===== src/rtl/alu_op_sequencer_pkg.sv =====
// Shared definitions for the ALU instruction sequencer: opcodes, FSM states,
// instruction field positions and opcode classification helpers.
package alu_op_sequencer_pkg;

  localparam logic [4:0] OP_LD  = 5'h01;
  localparam logic [4:0] OP_ADD = 5'h03;
  localparam logic [4:0] OP_SUB = 5'h04;
  localparam logic [4:0] OP_AND = 5'h05;
  localparam logic [4:0] OP_OR  = 5'h06;
  localparam logic [4:0] OP_XOR = 5'h07;
  localparam logic [4:0] OP_NOT = 5'h08;
  localparam logic [4:0] OP_SL  = 5'h09;
  localparam logic [4:0] OP_SR  = 5'h0A;

  localparam int INSTR_W = 16;
  localparam int REG_AW  = 3;

  localparam int OPC_HI = 15;
  localparam int OPC_LO = 11;
  localparam int RD_HI  = 10;
  localparam int RD_LO  = 8;
  localparam int RS1_HI = 7;
  localparam int RS1_LO = 5;
  localparam int RS2_HI = 4;
  localparam int RS2_LO = 2;
  localparam int IMM_HI = 7;
  localparam int IMM_LO = 0;

  typedef enum logic [1:0] {
    ST_IDLE   = 2'd0,
    ST_DECODE = 2'd1,
    ST_EXEC   = 2'd2,
    ST_WB     = 2'd3
  } state_t;

  function automatic logic op_is_legal(input logic [4:0] op);
    return (op == OP_LD) || ((op >= OP_ADD) && (op <= OP_SR));
  endfunction

  // Two-operand ops read R[rs2]; unary ops and LD drive operand 2 with zero.
  function automatic logic op_uses_rs2(input logic [4:0] op);
    return (op >= OP_ADD) && (op <= OP_XOR);
  endfunction

endpackage


===== src/rtl/alu_op_sequencer_regfile.sv =====
// 8x32 register file: two combinational read ports, one debug read port,
// one synchronous write port, asynchronous active-low clear.
module alu_regfile
  import alu_op_sequencer_pkg::*;
#(
  parameter int DATA_W   = 32,
  parameter int NUM_REGS = 8
) (
  input  logic              i_clk,
  input  logic              i_rst_n,
  input  logic              i_we,
  input  logic [REG_AW-1:0] i_waddr,
  input  logic [DATA_W-1:0] i_wdata,
  input  logic [REG_AW-1:0] i_raddr1,
  input  logic [REG_AW-1:0] i_raddr2,
  input  logic [REG_AW-1:0] i_dbg_addr,
  output logic [DATA_W-1:0] o_rdata1,
  output logic [DATA_W-1:0] o_rdata2,
  output logic [DATA_W-1:0] o_dbg_data
);

  logic [DATA_W-1:0] r_mem [NUM_REGS];

  always_ff @(posedge i_clk or negedge i_rst_n) begin
    if (!i_rst_n) begin
      for (int i = 0; i < NUM_REGS; i++) r_mem[i] <= '0;
    end else if (i_we) begin
      r_mem[i_waddr] <= i_wdata;
    end
  end

  assign o_rdata1   = r_mem[i_raddr1];
  assign o_rdata2   = r_mem[i_raddr2];
  assign o_dbg_data = r_mem[i_dbg_addr];

endmodule


===== src/rtl/alu_op_sequencer.sv =====
// Four-state instruction sequencer (IDLE/DECODE/EXEC/WB) that feeds an external
// combinational ALU from an internal register file and writes results back.
module alu_op_sequencer
  import alu_op_sequencer_pkg::*;
#(
  parameter int NUM_REGS = 8,
  parameter int DATA_W   = 32
) (
  input  logic                Clk,
  input  logic                Rst_n,
  input  logic [INSTR_W-1:0]  Instr,
  input  logic                Instr_Valid,
  output logic                Instr_Ready,
  output logic [4:0]          Alu_Select,
  output logic [DATA_W-1:0]   Alu_In_1,
  output logic [DATA_W-1:0]   Alu_In_2,
  input  logic [DATA_W-1:0]   Alu_Result,
  input  logic                Alu_Z,
  input  logic                Alu_N,
  input  logic                Alu_C,
  input  logic                Alu_V,
  output logic [3:0]          Flags,
  output logic                Done,
  output logic                Err,
  input  logic [REG_AW-1:0]   Dbg_Addr,
  output logic [DATA_W-1:0]   Dbg_Data
);

  state_t              r_state;
  state_t              w_next;
  logic [INSTR_W-1:0]  r_instr;
  logic                r_legal;
  logic [4:0]          r_alu_sel;
  logic [DATA_W-1:0]   r_in1;
  logic [DATA_W-1:0]   r_in2;
  logic [DATA_W-1:0]   r_result;
  logic [3:0]          r_flag_cap;
  logic [3:0]          r_flags;

  logic [4:0]          w_opc;
  logic [REG_AW-1:0]   w_rd;
  logic [REG_AW-1:0]   w_rs1;
  logic [REG_AW-1:0]   w_rs2;
  logic [DATA_W-1:0]   w_rdata1;
  logic [DATA_W-1:0]   w_rdata2;
  logic [DATA_W-1:0]   w_imm;
  logic                w_we;
  logic                w_accept;
  logic                w_unused_rsvd;

  assign w_opc  = r_instr[OPC_HI:OPC_LO];
  assign w_rd   = r_instr[RD_HI:RD_LO];
  assign w_rs1  = r_instr[RS1_HI:RS1_LO];
  assign w_rs2  = r_instr[RS2_HI:RS2_LO];
  assign w_imm  = {{(DATA_W-8){1'b0}}, r_instr[IMM_HI:IMM_LO]};
  assign w_unused_rsvd = ^r_instr[1:0];

  assign w_accept = (r_state == ST_IDLE) && Instr_Valid;
  assign w_we     = (r_state == ST_WB) && r_legal;

  alu_regfile #(
    .DATA_W   (DATA_W),
    .NUM_REGS (NUM_REGS)
  ) u_regfile (
    .i_clk      (Clk),
    .i_rst_n    (Rst_n),
    .i_we       (w_we),
    .i_waddr    (w_rd),
    .i_wdata    (r_result),
    .i_raddr1   (w_rs1),
    .i_raddr2   (w_rs2),
    .i_dbg_addr (Dbg_Addr),
    .o_rdata1   (w_rdata1),
    .o_rdata2   (w_rdata2),
    .o_dbg_data (Dbg_Data)
  );

  always_ff @(posedge Clk or negedge Rst_n) begin
    if (!Rst_n) r_state <= ST_IDLE;
    else        r_state <= w_next;
  end

  always_comb begin
    w_next = r_state;
    case (r_state)
      ST_IDLE:   if (Instr_Valid) w_next = ST_DECODE;
      ST_DECODE: w_next = ST_EXEC;
      ST_EXEC:   w_next = ST_WB;
      ST_WB:     w_next = ST_IDLE;
      default:   w_next = ST_IDLE;
    endcase
  end

  // Instruction word and ALU capture carry no reset; the state machine gates their use.
  always_ff @(posedge Clk) begin
    if (w_accept) r_instr <= Instr;
    if (r_state == ST_EXEC) begin
      r_result   <= Alu_Result;
      r_flag_cap <= {Alu_Z, Alu_N, Alu_C, Alu_V};
    end
  end

  // Operands are latched at the end of DECODE, so rd==rs reads the pre-write value.
  always_ff @(posedge Clk or negedge Rst_n) begin
    if (!Rst_n) begin
      r_legal   <= 1'b0;
      r_alu_sel <= '0;
      r_in1     <= '0;
      r_in2     <= '0;
      r_flags   <= '0;
    end else begin
      if (r_state == ST_DECODE) begin
        r_legal   <= op_is_legal(w_opc);
        r_alu_sel <= w_opc;
        r_in1     <= (w_opc == OP_LD) ? w_imm : w_rdata1;
        r_in2     <= op_uses_rs2(w_opc) ? w_rdata2 : '0;
      end
      if (w_we) r_flags <= r_flag_cap;
    end
  end

  assign Instr_Ready = (r_state == ST_IDLE);
  assign Alu_Select  = r_alu_sel;
  assign Alu_In_1    = r_in1;
  assign Alu_In_2    = r_in2;
  assign Flags       = r_flags;
  assign Done        = (r_state == ST_WB) && r_legal;
  assign Err         = (r_state == ST_WB) && !r_legal;

endmodule


===== config.mk =====
export PLATFORM = sky130hd
export DESIGN_NAME = alu_op_sequencer
export DESIGN_NICKNAME = d
export VERILOG_FILES = /design/src/rtl/alu_op_sequencer_pkg.sv /design/src/rtl/alu_op_sequencer_regfile.sv /design/src/rtl/alu_op_sequencer.sv
export SDC_FILE = /design/constraint.sdc
export NUM_CORES = 1
export LEC_CHECK = 0
export CAP_MARGIN = 30
export CORE_ASPECT_RATIO = 1.5
export CORE_UTILIZATION = 34
export DETAILED_ROUTE_END_ITERATION = 10
export PLACE_DENSITY = 0.55
export SLEW_MARGIN = 20
export SYNTH_ARGS = -nofsm -noshare
export SYNTH_HDL_FRONTEND = slang
export SYNTH_SLANG_ARGS = --single-unit
export TNS_END_PERCENT = 10

===== constraint.sdc =====
create_clock -name Clk -period 3.8 [get_ports Clk]
set_input_delay 1.14 -clock Clk [delete_from_list [all_inputs] [get_ports Clk]]
set_output_delay 1.14 -clock Clk [all_outputs]
set_load 0.1 [all_outputs]

==> summary.txt <==
TritonCTS clock tree - done
drt pass-1 iters - 4
Synth Area in Compound Gates - 0.0369
Max power group - combinational logic
RSZ-0062 raised after global routing - false
Logic area - 0.00916 mm2
relative slew slack - 0.417
Hold Path End - Flags[2]$_DFFE_PN0P_
met1 Usage GRT - 0.248
post-cts hold buffer count - 0
grt peak-use layer - met2
Rows - 107
CP max FO - 8
status - finished, final reports clean
clock tree root buffer cell - clkbuf_16
critical path buffer and inverter count - 3
worst-margin pin slew - 0.875 ns
cell count after synthesis - 1213
diode count - 0
Logic Gate Count - 701
Biggest Area Class - registers
Req. time, crit path - 2.66 ns
CP Capture Type - primary output
WL met1 - 22800 um
Comb area share - 0.385
Final Hold Violating Endpoints - 0
P_sw - 7610 uW
Finished Cell Area - 0.0238 mm2
clock power share - 0.215
sw frac - 0.413
setup TNS - 0 ns
Top Layer Used - met4
FP Util - 0.344
Area after DPL - 0.0225 mm2
M3 GR Usage - 0.0254
number of vias in the routed layout - 12100
Reg power frac - 0.364
gpl congestion - 0.752
combinational fraction of design power - 0.421
vias in the first global route - 12900
WL met2 - 30700 um
Die X - 198 um
area grow syn2layout - 22.0%
clk slew on worst S/H paths - 0.06 ns
VDD IR max - 0.519 mV
chip area - 0.0584 mm2
achievable frequency - 0.268 GHz
Max stage delay cell, worst path - mux4_2
# setup viols final - 0
Crit Path Class - input port to primary output
xor/xnor share - 0
max-slew violation count - 0
Critical Path End - Dbg_Data[3]
Vias per Instance - 5.58
WP depth - 5
seq pwr - 6710 uW
R2R depth - 5
clock sinks - 384
ys cells - 1213
Warnings, synthesis - 0
RR Endpoint - u_regfile.r_mem[237]$_DFFE_PN0P_
OpenROAD warnings - 29
post-route ant nets - 0
Critical Path Start - Dbg_Addr[0]
die height - 295 um
synthesized area per cell - 16.1 um2
Reg-to-Reg Start - r_state[0]$_DFFE_PN0P_
Distinct cells, synth - 39
cycle use final - 0.981
final critical-path required period - 3.73 ns
detailed placement HPWL - 35900 um
port bufs - 165
critical-path cell list - buf_6 -> buf_4 -> mux4_2 -> mux2_2 -> buf_12
most frequent logic cell in the layout - dfrtp_1
WL met3 - 2410 um
drt initial violations - 669
Clock Power - 3970 uW
total congestion overflow - 0
clock skew - 0.0246 ns
yosys simple share - 0.0305
sequential fraction of the synthesis area - 0.506
Longest Clk Path Bufs - 3
CP Launch Type - input port
initial antenna violation count - 0
io pins - 166
largest net degree at the start of global routing - 88
core area - 0.0568 mm2
crit path DAT - 2.59 ns
CP top delay family - multiplexers
clock buffers - 62
global-route wire length before repair - 86500 um
Final nets - 1435
mux share - 0.395
min-delay worst type - flip-flop to flip-flop
fraction of area in registers - 0.415
Top cells excl fill/tap - dfrtp_1, mux2_2, mux4_2
number of CTS-inserted buffers - 42
P_comb - 7760 uW
Max Cap Violations - 0
# Post-CTS Setup Buffers - 0
adder share - 0.00257
non-clock buffer total of the final layout - 213
PostCTS Resize Cnt - 1
hold wc startpoint - r_flag_cap[2]$_DFFE_PP_
DRC Markers - 0
share of layout cells above drive strength 1 - 0.472
clock network share of area - 0.0554
Mapped Area - 0.0195 mm2
met2 global-route usage - 0.366
synthesized net count - 1275
flip-flops by register name (all words and copies together) (netlist names), 4 cells and up:
name,cells
Alu_In_2,32
r_flag_cap,4
u_regfile.r_mem,256
r_instr,16
Alu_Select,5
Flags,4
r_result,32
Alu_In_1,32
cell usage after synthesis:
master	instances	share of area
a311oi_1	3	0.0013
or4_1	2	0.00077
nand2_1	4	0.00077
inv_1	30	0.0058
o32ai_1	22	0.0099
a211oi_1	3	0.0012
mux2_2	231	0.13
o31ai_1	1	0.00038
nor3b_1	1	0.00038
clkbuf_1	40	0.0077
mux2_1	68	0.039
nor2_1	53	0.010
dfrtp_1	332	0.43
or3_1	1	0.00032
or3b_1	1	0.00045
o41ai_1	1	0.00045
o21ai_0	9	0.0023
ha_1	4	0.0026
a2111oi_0	2	0.00090
mux4_2	190	0.22
nand3_1	1	0.00026
o22ai_1	2	0.00064
a41oi_1	5	0.0022
nor2b_1	41	0.013
a31o_2	1	0.00045
edfxtp_1	52	0.080
and2_1	1	0.00032
o21ai_1	1	0.00026
mux2i_1	6	0.0031
nand2b_1	6	0.0019
buf_4	7	0.0027
nand2_2	1	0.00032
inv_2	1	0.00019
nor4_1	1	0.00032
buf_2	49	0.013
nor3_1	5	0.0013
a21oi_1	2	0.00051
a221o_1	32	0.016
buf_1	1	0.00019
metrics by stage:
step	hold slack (ns)	setup slack, ns	instances	util	power [uW]
2_1_floorplan	0.455	0.00108	1213	-	12000
3_3_place_gp	0.459	-0.0113	2092	0.396	14500
3_5_place_dp	0.467	-0.0170	2092	0.396	14600
4_1_cts	0.475	0.0527	2168	0.419	18700
5_1_grt	0.482	0.0178	2168	0.419	19200
6_report	0.473	0.0736	2168	0.419	18400
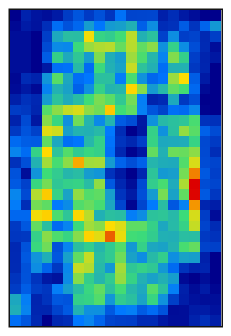
*Signal metal coverage by tile*
20 x 30 tiles, from dark blue (low) to red (high), scaled to the fullest tile. Values are wire area over tile area, all layers added.
20% of the tiles are over half the peak. The fullest tile reaches 0.50. 4.7% of the tiles are nearly empty. The mean over all tiles is 0.16.
WL final: 58000 um
DR WL/cell: 26.7 um
Global Route Usage Sum: 0.204

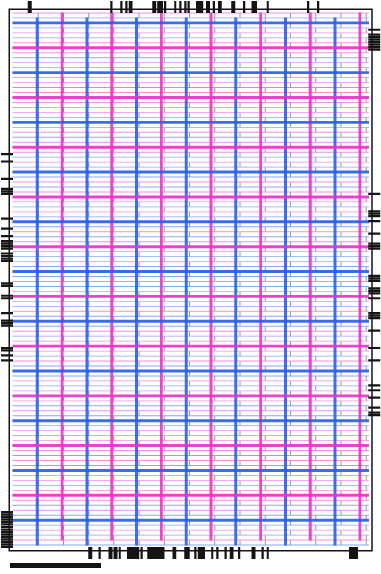
*Floorplan with the power grid*
The bar under the picture is 50 um long. Pins as bars on the die edge. Tap cells in gray.
Magenta stands for VDD. Blue stands for VSS.
21 straps on met5. 14 straps on met4.

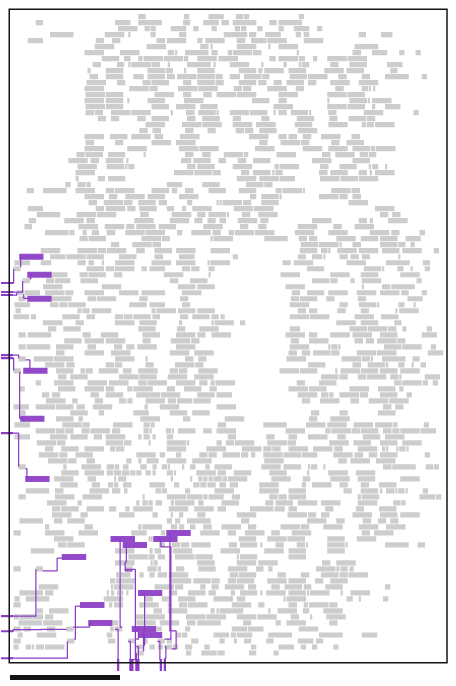
*Wires at chosen ports, followed through buffers*
The bar under the picture is 50 um long.
Purple stands for Instr, bits 16, direction input, edge 9 left, 7 bottom, end cells 16, wire 553 um.

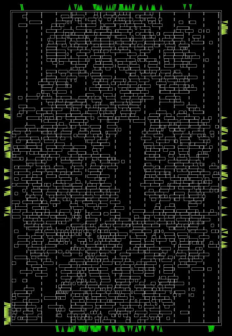
*Cell outlines without signal wires*
registers: 384
final cell count without fillers: 2168
fin util: 0.419

Power and IR drop assume default switching activity.
